[src/rtl/debounce_2ch_if.sv]
// Switch-side signals of the two-channel debouncer: raw inputs, debounced levels, rise ticks.
interface debounce_2ch_if;
    logic sw_a;
    logic sw_b;
    logic db_a;
    logic db_b;
    logic tick_a;
    logic tick_b;

    modport master (output sw_a, sw_b, input db_a, db_b, tick_a, tick_b);
    modport slave  (input sw_a, sw_b, output db_a, db_b, tick_a, tick_b);
endinterface

[src/rtl/debounce_2ch.sv]
// Two independent switch debouncers sharing one 2^N-cycle tick; a level must survive 3 ticks.
// Define DEBOUNCE_2CH_TICK_EN to generate the one-cycle rise pulses on tick_a/tick_b.
module debounce_2ch #(
    parameter int unsigned N = 19
) (
    input  logic          clk,
    input  logic          reset,
    debounce_2ch_if.slave pins
);

    typedef enum logic [2:0] {
        StZero,
        StW11,
        StW12,
        StW13,
        StOne,
        StW01,
        StW02,
        StW03
    } state_e;

    logic [1:0]   sync1_q;
    logic [1:0]   sync2_q;
    logic [N-1:0] cnt_q;
    logic         m_tick;
    state_e       state_q [2];
    state_e       state_d [2];
    logic [1:0]   db;
`ifdef DEBOUNCE_2CH_TICK_EN
    logic [1:0]   tick;
`endif

    // Counter free-runs; input activity never restarts it.
    always_ff @(posedge clk or posedge reset) begin
        if (reset) begin
            sync1_q    <= '0;
            sync2_q    <= '0;
            cnt_q      <= '0;
            state_q[0] <= StZero;
            state_q[1] <= StZero;
        end else begin
            sync1_q    <= {pins.sw_b, pins.sw_a};
            sync2_q    <= sync1_q;
            cnt_q      <= cnt_q + 1'b1;
            state_q[0] <= state_d[0];
            state_q[1] <= state_d[1];
        end
    end

    assign m_tick = (cnt_q == '0);

    always_comb begin
        for (int i = 0; i < 2; i++) begin
            state_d[i] = state_q[i];
            db[i]      = 1'b0;
`ifdef DEBOUNCE_2CH_TICK_EN
            tick[i]    = 1'b0;
`endif
            case (state_q[i])
                StZero: begin
                    if (sync2_q[i]) state_d[i] = StW11;
                end
                StW11: begin
                    if (!sync2_q[i])  state_d[i] = StZero;
                    else if (m_tick)  state_d[i] = StW12;
                end
                StW12: begin
                    if (!sync2_q[i])  state_d[i] = StZero;
                    else if (m_tick)  state_d[i] = StW13;
                end
                StW13: begin
                    if (!sync2_q[i]) begin
                        state_d[i] = StZero;
                    end else if (m_tick) begin
                        state_d[i] = StOne;
`ifdef DEBOUNCE_2CH_TICK_EN
                        tick[i]    = 1'b1;
`endif
                    end
                end
                StOne: begin
                    db[i] = 1'b1;
                    if (!sync2_q[i]) state_d[i] = StW01;
                end
                StW01: begin
                    db[i] = 1'b1;
                    if (sync2_q[i])   state_d[i] = StOne;
                    else if (m_tick)  state_d[i] = StW02;
                end
                StW02: begin
                    db[i] = 1'b1;
                    if (sync2_q[i])   state_d[i] = StOne;
                    else if (m_tick)  state_d[i] = StW03;
                end
                StW03: begin
                    db[i] = 1'b1;
                    if (sync2_q[i])   state_d[i] = StOne;
                    else if (m_tick)  state_d[i] = StZero;
                end
                default: state_d[i] = StZero;
            endcase
        end
    end

    assign pins.db_a = db[0];
    assign pins.db_b = db[1];
`ifdef DEBOUNCE_2CH_TICK_EN
    assign pins.tick_a = tick[0];
    assign pins.tick_b = tick[1];
`else
    assign pins.tick_a = 1'b0;
    assign pins.tick_b = 1'b0;
`endif

endmodule

[src/flat_wrapper.sv]
// flat-port wrapper written by rule: the top's interface ports become plain ports
module debounce_2ch_flat 
#(
    parameter int unsigned N = 19
)
  (clk, reset, pins_sw_a, pins_sw_b, pins_db_a, pins_db_b, pins_tick_a, pins_tick_b);
  debounce_2ch_if pins_i ();
  input  logic clk;
  input  logic reset;
  input wire logic [$bits(pins_i.sw_a)-1:0] pins_sw_a;
  input wire logic [$bits(pins_i.sw_b)-1:0] pins_sw_b;
  output wire logic [$bits(pins_i.db_a)-1:0] pins_db_a;
  output wire logic [$bits(pins_i.db_b)-1:0] pins_db_b;
  output wire logic [$bits(pins_i.tick_a)-1:0] pins_tick_a;
  output wire logic [$bits(pins_i.tick_b)-1:0] pins_tick_b;
  assign pins_i.sw_a = pins_sw_a;
  assign pins_i.sw_b = pins_sw_b;
  assign pins_db_a = pins_i.db_a;
  assign pins_db_b = pins_i.db_b;
  assign pins_tick_a = pins_i.tick_a;
  assign pins_tick_b = pins_i.tick_b;
  debounce_2ch #(.N(N)) u_core (.clk(clk), .reset(reset), .pins(pins_i));
endmodule
[config.mk]
export PLATFORM = sky130hd
export DESIGN_NAME = debounce_2ch_flat
export DESIGN_NICKNAME = d
export VERILOG_FILES = /design/src/rtl/debounce_2ch_if.sv /design/src/rtl/debounce_2ch.sv /design/src/flat_wrapper.sv
export SDC_FILE = /design/constraint.sdc
export NUM_CORES = 1
export LEC_CHECK = 0
export CAP_MARGIN = 10
export CORE_UTILIZATION = 35
export CTS_CLUSTER_SIZE = 8
export DETAILED_ROUTE_END_ITERATION = 7
export PLACE_DENSITY_LB_ADDON = 0.15
export SLEW_MARGIN = 20
export SYNTH_ARGS = -nofsm -noshare
export SYNTH_HDL_FRONTEND = slang
export SYNTH_SLANG_ARGS = --single-unit
[constraint.sdc]
create_clock -name clk -period 1.85 [get_ports clk]
set_input_delay 0.37 -clock clk [delete_from_list [all_inputs] [get_ports clk]]
set_output_delay 0.37 -clock clk [all_outputs]
set_load 0.1 [all_outputs]
Figure 1. Routed metal, one color a layer.
Scale bar: 20 um. Only two layers are drawn.
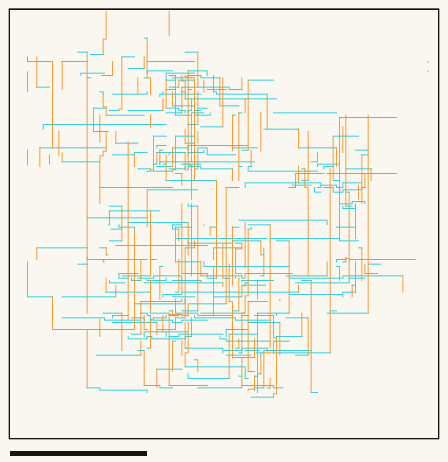
layer	color	wire length
M1	cyan	1060 um
M2	orange	966 um

==> results.rst <==
Physical design figures
=======================

.. list-table::
   :header-rows: 1

   * - Metric
     - Value
   * - Run status
     - completed
   * - Setup repair after global routing missed its margin
     - false
   * - Register bit count reported by yosys
     - 29
   * - Worst EP arrival
     - 1950 ps
   * - Insertion delay at the late pin of the worst-skew pair
     - 340 ps
   * - Multi-input logic area
     - 526 sq um
   * - WL final
     - 2170 um
   * - I/O pin cnt
     - 8
   * - Fraction of synthesized cell area taken by the top area cell type
     - 0.568
   * - Routed Antenna Nets
     - 0
   * - Slowest cell on crit path
     - dfrtp_1
   * - R2R Path Start
     - u_core.cnt_q[2]
   * - Count of buffers from port buffering
     - 5
   * - Initial DRC Count
     - 45
   * - Predominant post-synthesis flop cell
     - dfrtp_1
   * - OpenROAD warnings
     - 27
   * - Routability congestion estimate
     - 0.685
   * - CTS tree
     - done
   * - Combined flip-flop and latch cell area
     - 726 sq um
   * - Max-cap violations
     - 0
   * - Post-layout minimum cycle time
     - 1720 ps
   * - List of cells traversed by the critical path
     - nor4_1 -> and3_2 -> nand4_1 -> mux2_2
   * - Vias/cell
     - 4.85
   * - Final Cycle Share
     - 0.932
   * - Cell area after synthesis
     - 1280 sq um
   * - Total internal power
     - 870 uW
   * - Final HPWL from detailed placement
     - 1510 um
   * - Global route hottest layer
     - met2
   * - Timing endpoint of the critical path
     - u_core.state_q[5]
   * - Syn Inst Count
     - 114
   * - CP max FO
     - 5
Figure 2. The clock network.
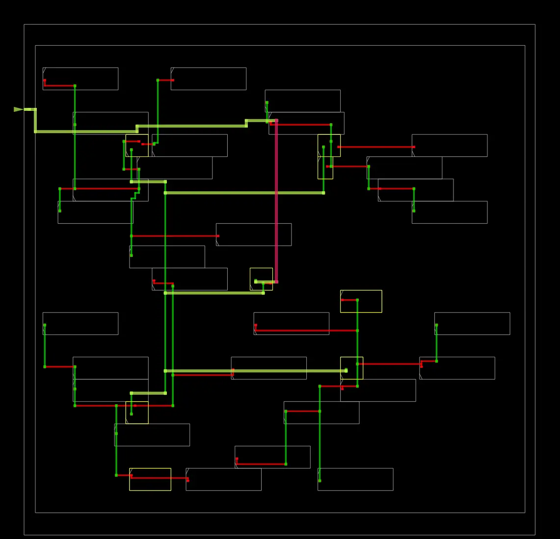
TritonCTS sink count: 29
TritonCTS buffer count: 5

kinds of logic after synthesis:
family	after synthesis	synth area share
mux	2	0.0176
buf+inv	8	0.0294
simple gates	47	0.205
flops	29	0.568
xor+xnor	19	0.130
compound gates	6	0.0274
other cells	1	0.00294
fa+ha+maj	2	0.0196
layer usage:
| metal | share of wire | routed length (um) |
|---|---|---|
| met5 | 0 | 0 |
| met3 | 0.060 | 131 |
| met2 | 0.44 | 966 |
| met1 | 0.49 | 1060 |
| met4 | 0.0087 | 19 |
registers in the layout (all words and copies together), names as in the netlist:
name	cells
u_core.sync2_q	2
u_core.cnt_q	19
u_core.state_q	6
u_core.sync1_q	2
cells in the mapped netlist (all sizes together) (2+ instances only):
| cell | n |
|---|---|
| nor2b | 2 |
| mux2 | 2 |
| or2 | 2 |
| nand3 | 9 |
| and3 | 2 |
| ha | 2 |
| clkbuf | 2 |
| xnor2 | 11 |
| buf | 2 |
| a21oi | 2 |
| nand2 | 8 |
| nand4b | 2 |
| a211oi | 2 |
| nand4 | 4 |
| nor4 | 4 |
| inv | 4 |
| nor2 | 9 |
| dfrtp | 29 |
| xor2 | 8 |
| o21ai | 2 |
worst max-delay path, delay by kind of cell (launching register included):
family           cells  cell delay (ps)
flip-flops           1              460
multiplexers         1              280
AND/OR/NAND/NOR      3              890
per-stage QoR:
stage | util | area, sq um
finish | 0.440 | 1500
global route | 0.440 | 1500
CTS | 0.437 | 1490
detailed placement | 0.417 | 1420
global placement | 0.417 | 1420
floorplan | - | 1280
final cells by class:
class                   count  area share
repair buffers             10      0.0717
well taps                  46      0.0383
clock inverters             1     0.00333
multi-input cells          78       0.350
inverters                   4      0.0100
clock buffers               7      0.0433
flip-flops and latches     29       0.483
Power is estimated from default activity; no workload was simulated.
